Fig. 1: M4 wires
Scale: 4 px per um.
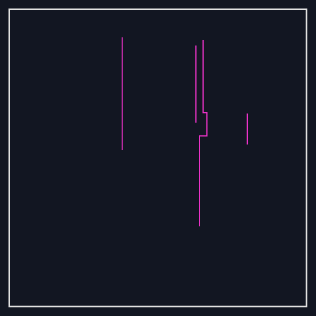
Fig. 2: clock network drawn from the DEF
Scale: 8 px per um.
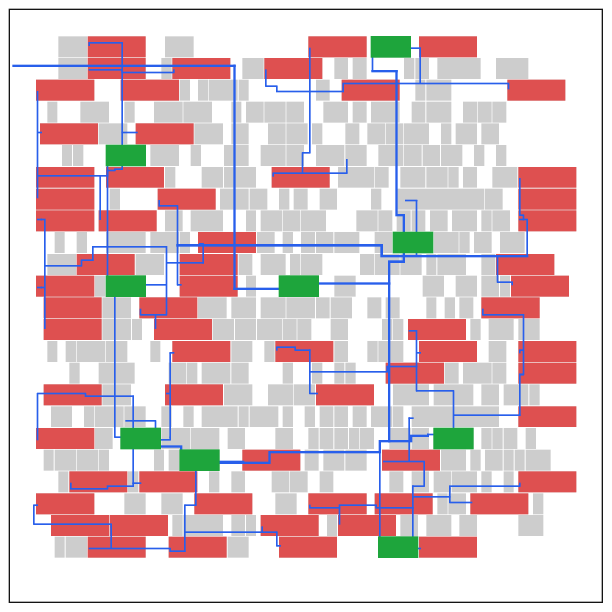
Fig. 3: track usage over the die
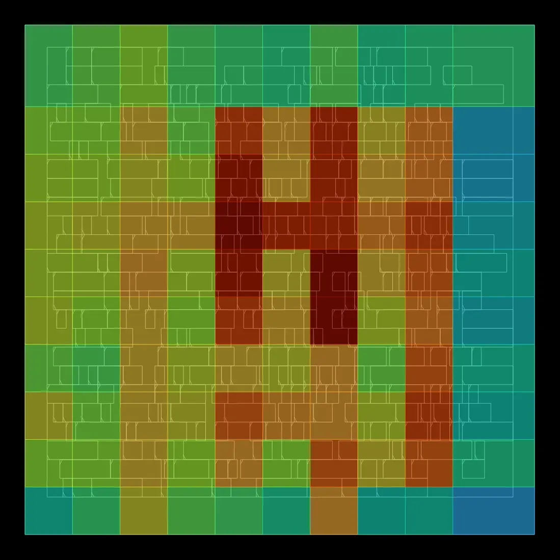
Fig. 4: cell area per tile
Scale: 4 px per um. The die is cut into 7 by 7 equal tiles; white is low, dark blue is high, 0 to 100% covered.
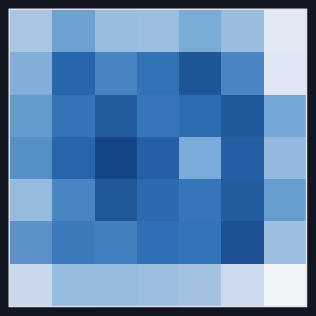
[src/rtl/jtvigil_pcm_if.sv]
// jtvigil_pcm_if: PCM ROM request port between the sample player and the SDRAM block
interface jtvigil_pcm_if #(parameter int AW = 16);
  logic [AW-1:0] rom_addr;
  logic          rom_cs;
  logic [7:0]    rom_data;
  logic          rom_ok;
  modport master(output rom_addr, rom_cs, input rom_data, rom_ok);
  modport slave(input rom_addr, rom_cs, output rom_data, rom_ok);
endinterface

[src/rtl/jtvigil_pcm.sv]
// jtvigil_pcm: autonomous 8-bit PCM sample player; define JTVIGIL_PCM_LPF_EN for two-tap output averaging
module jtvigil_pcm #(
  parameter int AW  = 16,
  parameter int DIV = 448
) (
  input  logic              clk,
  input  logic              rst,
  input  logic              cen,
  input  logic [7:0]        din,
  input  logic              lo_we,
  input  logic              hi_we,
  input  logic              play_we,
  input  logic              stop_we,
  jtvigil_pcm_if.master     pcm,
  output logic signed [7:0] snd,
  output logic              sample,
  output logic              busy,
  output logic              ovr
);
  localparam int CW = $clog2(DIV);
  localparam logic [1:0] IDLE = 2'd0, WAIT = 2'd1, REQ = 2'd2, CHK = 2'd3;
  logic [1:0]        st;
  logic [15:0]       start, start_nx;
  logic [CW-1:0]     cnt;
  logic              tick, arm, cap;
  logic [7:0]        dat;
  logic signed [7:0] raw, out;
  // write-through so a byte written alongside play_we is used immediately
  assign start_nx = {hi_we ? din : start[15:8], lo_we ? din : start[7:0]};
  assign tick     = cen && cnt == CW'(DIV - 1);
  assign raw      = pcm.rom_data ^ 8'h80;
  assign cap      = st == REQ && arm && pcm.rom_ok;
`ifdef JTVIGIL_PCM_LPF_EN
  logic signed [7:0] prev;
  logic signed [8:0] sum;
  assign sum = {prev[7], prev} + {raw[7], raw};
  assign out = 8'(sum >>> 1);
  always_ff @(posedge clk)
    if (rst || stop_we || play_we) prev <= '0;
    else if (cap && pcm.rom_data != 8'd0) prev <= raw;
`else
  assign out = raw;
`endif
  always_ff @(posedge clk)
    start <= rst ? '0 : start_nx;
  always_ff @(posedge clk)
    if (rst || play_we) cnt <= '0;
    else if (cen) cnt <= tick ? '0 : cnt + 1'b1;
  always_ff @(posedge clk) begin
    sample <= 1'b0;
    if (rst) begin
      st           <= IDLE;
      pcm.rom_addr <= '0;
      pcm.rom_cs   <= 1'b0;
      snd          <= '0;
      busy         <= 1'b0;
      ovr          <= 1'b0;
      arm          <= 1'b0;
      dat          <= '0;
    end else if (stop_we) begin
      st         <= IDLE;
      pcm.rom_cs <= 1'b0;
      snd        <= '0;
      busy       <= 1'b0;
    end else if (play_we) begin
      st           <= WAIT;
      pcm.rom_addr <= AW'(start_nx);
      pcm.rom_cs   <= 1'b0;
      busy         <= 1'b1;
      ovr          <= 1'b0;
    end else begin
      if (tick && (st == REQ || st == CHK)) ovr <= 1'b1;
      case (st)
        WAIT: if (tick) begin
          st         <= REQ;
          pcm.rom_cs <= 1'b1;
          arm        <= 1'b0;
        end
        REQ: begin
          // first REQ cycle is skipped: rom_ok may still refer to an older request
          arm <= 1'b1;
          if (cap) begin
            st         <= CHK;
            pcm.rom_cs <= 1'b0;
            dat        <= pcm.rom_data;
            snd        <= pcm.rom_data == 8'd0 ? 8'sd0 : out;
            sample     <= pcm.rom_data != 8'd0;
          end
        end
        CHK: if (dat == 8'd0) begin
          st   <= IDLE;
          busy <= 1'b0;
        end else begin
          st           <= WAIT;
          pcm.rom_addr <= pcm.rom_addr + 1'b1;
        end
        default: snd <= '0;
      endcase
    end
  end
endmodule

[src/flat_wrapper.sv]
// flat-port wrapper written by rule: the top's interface ports become plain ports
module jtvigil_pcm_flat 
#(
  parameter int AW  = 16,
  parameter int DIV = 448
)
  (clk, rst, cen, din, lo_we, hi_we, play_we, stop_we, snd, sample, busy, ovr, pcm_rom_addr, pcm_rom_cs, pcm_rom_data, pcm_rom_ok);
  jtvigil_pcm_if #(.AW(AW)) pcm_i ();
  input  logic clk;
  input  logic rst;
  input  logic cen;
  input  logic [7:0] din;
  input  logic lo_we;
  input  logic hi_we;
  input  logic play_we;
  input  logic stop_we;
  output logic signed [7:0] snd;
  output logic sample;
  output logic busy;
  output logic ovr;
  output wire logic [$bits(pcm_i.rom_addr)-1:0] pcm_rom_addr;
  output wire logic [$bits(pcm_i.rom_cs)-1:0] pcm_rom_cs;
  input wire logic [$bits(pcm_i.rom_data)-1:0] pcm_rom_data;
  input wire logic [$bits(pcm_i.rom_ok)-1:0] pcm_rom_ok;
  assign pcm_rom_addr = pcm_i.rom_addr;
  assign pcm_rom_cs = pcm_i.rom_cs;
  assign pcm_i.rom_data = pcm_rom_data;
  assign pcm_i.rom_ok = pcm_rom_ok;
  jtvigil_pcm #(.AW(AW), .DIV(DIV)) u_core (.clk(clk), .rst(rst), .cen(cen), .din(din), .lo_we(lo_we), .hi_we(hi_we), .play_we(play_we), .stop_we(stop_we), .pcm(pcm_i), .snd(snd), .sample(sample), .busy(busy), .ovr(ovr));
endmodule
[config.mk]
export PLATFORM = sky130hd
export DESIGN_NAME = jtvigil_pcm_flat
export DESIGN_NICKNAME = d
export VERILOG_FILES = /design/src/rtl/jtvigil_pcm_if.sv /design/src/rtl/jtvigil_pcm.sv /design/src/flat_wrapper.sv
export SDC_FILE = /design/constraint.sdc
export NUM_CORES = 1
export LEC_CHECK = 0
export CORE_MARGIN = 3
export CORE_UTILIZATION = 65
export DETAILED_ROUTE_END_ITERATION = 16
export DONT_BUFFER_PORTS = 1
export PLACE_DENSITY = 0.79
export SETUP_SLACK_MARGIN = 0.15
export SYNTH_ARGS = -nofsm -noshare
export SYNTH_HDL_FRONTEND = slang
export SYNTH_SLANG_ARGS = --single-unit
[constraint.sdc]
create_clock -name clk -period 2.4 [get_ports clk]
set_input_delay 0.48 -clock clk [delete_from_list [all_inputs] [get_ports clk]]
set_output_delay 0.48 -clock clk [all_outputs]
set_load 0.005 [all_outputs]
==> flow_summary.toml <==
# flow metrics
[run_status]
outcome = "complete, no violations"

[route]
drc = 0
vias = 2609
viasPerCell = 6.62
first_iter_violations = 278
postRouteAntennaNets = 0
drt_wl_total_mm = 7.34
dr.pass1.iters = 6

[synthesis]
numSynthFlops = 64
syn_area_mm2 = 0.00300
ys_seq_share_pct = 42.7
yosys_cells = 344
synth_dominant_cell_count = "dfxtp_1"
synth.avg_cell_area_um2 = 8.73
edf_count = 0
ff_type = "dfxtp_1"
ys_top_cells_by_count = "dfxtp_1 (64), nor2_1 (51), mux2i_1 (26)"
syn_inst = 344
ys.warnings.count = 0
topCellsByArea = "dfxtp_1 (43%), mux2i_1 (8.7%), nor2_1 (6.4%)"
yosysChipArea_mm2 = 0.00300
top_area_cell = "dfxtp_1"
synth.top_cell.area_share_pct = 42.7
synth.distinct_cells = 58
async_reset_ff_share_pct = 0
fp_nets = 370

[die]
die_height_um = 74.0
dieArea_mm2 = 0.00547
boundaryPins = 52
core_region_area_mm2 = 0.00441
die_x_um = 74.0
row_count = 24
fp_util_pct = 68.0

[grt]
grt_pass1_wl_mm = 11.9
gr-total-overflow = 0
antenna_found_initial = 0
grt_max_degree = 49
gr-usage-all-layers_pct = 28.5
grt_pass1_vias = 2443

[placed_design]
post-dp-hpwl_mm = 5.08
io_buffers = 0
gp_congestion = 0.859

[sta]
rsz0062_at_grt = "false"
clock.fmax_mhz = 502
fin_crit_sh_pct = 83.0
min_period_ns = 1.99
slew_headroom_pct = 55.9
fin_setup_tns_ns = 0
hold_viol = 0
tightest_slew_ns = 0.644
setup_viol = 0
slew_violations = 0

[pwr]
power_density_mw_per_mm2 = 725
power_switching_w = 0.000519
ir_worst_vdd_uv = 561
power.clock.fraction_pct = 46.3
leakage_nw = 1.22
p_comb_share_pct = 5.4
pwr-share-seq_pct = 48.3
p_int_w = 0.00182
swShare_pct = 22.2

[clocking]
cts_made_buffers = 9
clock-sinks = 64
cts_resized = 0
cts_tree = "done"
cts_hold_buf = 0
clkTransAtPathRegs_ns = 0.08
cts_setup_buffers = 0
cts_buffer_depth = 2
htreeDepth = 3
cts_root_buffer = "clkbuf_8"

[cells_and_area]
layout.nets = 363
syn2layout_area_growth_pct = 7.67
seq_area_mm2 = 0.00128
comb_area_mm2 = 0.00160
fill_cells = 370
layout-drive-gt1-share_pct = 7.60
antenna_cells = 0

[worst_setup_path]
required_ns = 2.64
crit_arrival_ns = 2.24
critPathLaunchType = "flip-flop"
crit_fanout = 12
crit_type = "flip-flop to flip-flop"
end_kind = "flip-flop"

[run]
tool_warnings = 26
maxCapViolCount = 0

[hold_path]
min_path_type = "primary input to flip-flop"
About Fig. 1:
The layer carries 103 um of wire. The layer holds 1.4% of the routed length. 4 nets have wire on it. The wires run mostly vertical.

About Fig. 2:
Red marks flip-flops, count 64. Blue marks clock wires, length 752 um. Green marks clock-net drivers, count 9.
Position of the flops: widely spread.
clk_lat worst skew: 0.34 ns
Worst Clk Skew: 0.00759 ns
Clk. pwr: 0.00108 W

About Fig. 3:
DR WL/cell: 18.6 um
met1 GRT Util: 36.2%
met3 Track Usage GR: 11.2%
Layout Utilization: 73.2%
M2 GR Usage: 43.8%

About Fig. 4:
The fullest tile reaches 91%. The mean over all tiles is 58%. The densest ninth of the die: center. 27% of the tiles are over 75% full.

final cells by class:
cell class,instances,area share (%)
inverter,8,0.929
multi-input combinational,252,49.5
tap,52,2.01
clock inverter,4,2.32
clock buffer,12,5.11
sequential,64,39.6
timing repair buffer,2,0.465
state kept, by name (all words and copies together), names as in the netlist:
register,count
u_core.snd,8
u_core.ovr,1
u_core.start,16
u_core.dat,8
u_core.st,2
u_core.arm,1
u_core.cnt,9
u_core.pcm.rom_cs,1
u_core.sample,1
u_core.pcm.rom_addr,16
u_core.busy,1
path summary, 6_finish.rpt:
check | startpoint | slack, ns | cells after the start | to
max reg2reg | u_core.dat[3] | 0.41 | 4 | u_core.pcm.rom_addr[5]
min reg2reg | u_core.snd[7] | 0.48 | 2 | u_core.snd[7]
min | rst | 0.20 | 1 | u_core.start[12]
max | u_core.dat[3] | 0.41 | 4 | u_core.pcm.rom_addr[5]
critical path: stages, from the launching register on:
cell and delay [ns]:
dfxtp_1 0.33, or4_1 0.58, o21ai_2 0.50, nand2_1 0.19
a221oi_1 0.30
through the flow:
| stage | hold slack, ns | cells | area, um2 | setup WS, ns | total power [W] |
|---|---|---|---|---|---|
| 3_5_place_dp | 0.473 | 378 | 2990 | 0.444 | 0.00128 |
| 5_1_grt | 0.185 | 394 | 3230 | 0.301 | 0.00243 |
| 4_1_cts | 0.192 | 394 | 3230 | 0.417 | 0.00235 |
| 3_3_place_gp | 0.463 | 378 | 2990 | 0.494 | 0.00127 |
| 2_1_floorplan | 0.448 | 344 | 3000 | 0.696 | 0.00127 |
| 6_report | 0.204 | 394 | 3230 | 0.407 | 0.00234 |
cells by family (layout without fill, tap and decap cells):
logic type | after synthesis | count (layout) | share of synthesized area [%]
flops | 64 | 64 | 42.7
fa+ha+maj | 2 | 2 | 0.834
compound gates | 75 | 75 | 17.4
simple gates | 142 | 142 | 24.3
mux | 27 | 27 | 9.05
xor+xnor | 6 | 6 | 1.75
buf+inv | 28 | 26 | 4.00
layer usage:
layer | GRT usage, % | share of wire [%] | vias to the layer above
met3 | 11.2 | 9.1 | 10
met5 | 0 | 0 | -
li1 | - | - | 1240
met1 | 36.2 | 43 | 1249
met4 | 10.7 | 1.4 | 0
met2 | 43.8 | 47 | 110
power by group through the flow:
stage | combinational [W] | clock, W | sequential [W]
6_report | 0.000128 | 0.00108 | 0.00113
5_1_grt | 0.000143 | 0.00115 | 0.00114
4_1_cts | 0.000126 | 0.00110 | 0.00113
3_5_place_dp | 0.000124 | 0 | 0.00115
3_3_place_gp | 0.000121 | 0 | 0.00115
2_1_floorplan | 0.000126 | 0 | 0.00114
layout by cell type, fill, tap and decap left out, types with 3 or more instances in the layout:
master / count
dfxtp_1: 64
nor2_1: 51
mux2i_1: 26
nand2_1: 24
a21oi_1: 22
clkbuf_8: 12
inv_1: 8
nand3_1: 8
nor3_1: 8
a22oi_1: 8
nor2b_1: 7
a31oi_1: 6
a211oi_1: 5
nand4_1: 5
o31ai_1: 5
nor4_1: 5
nand2b_1: 4
and3_1: 4
nand3b_1: 4
o21ai_0: 4
xor2_1: 4
or3_1: 3
or4_1: 3
No activity file was given, so power comes from the tool's default toggle rates.
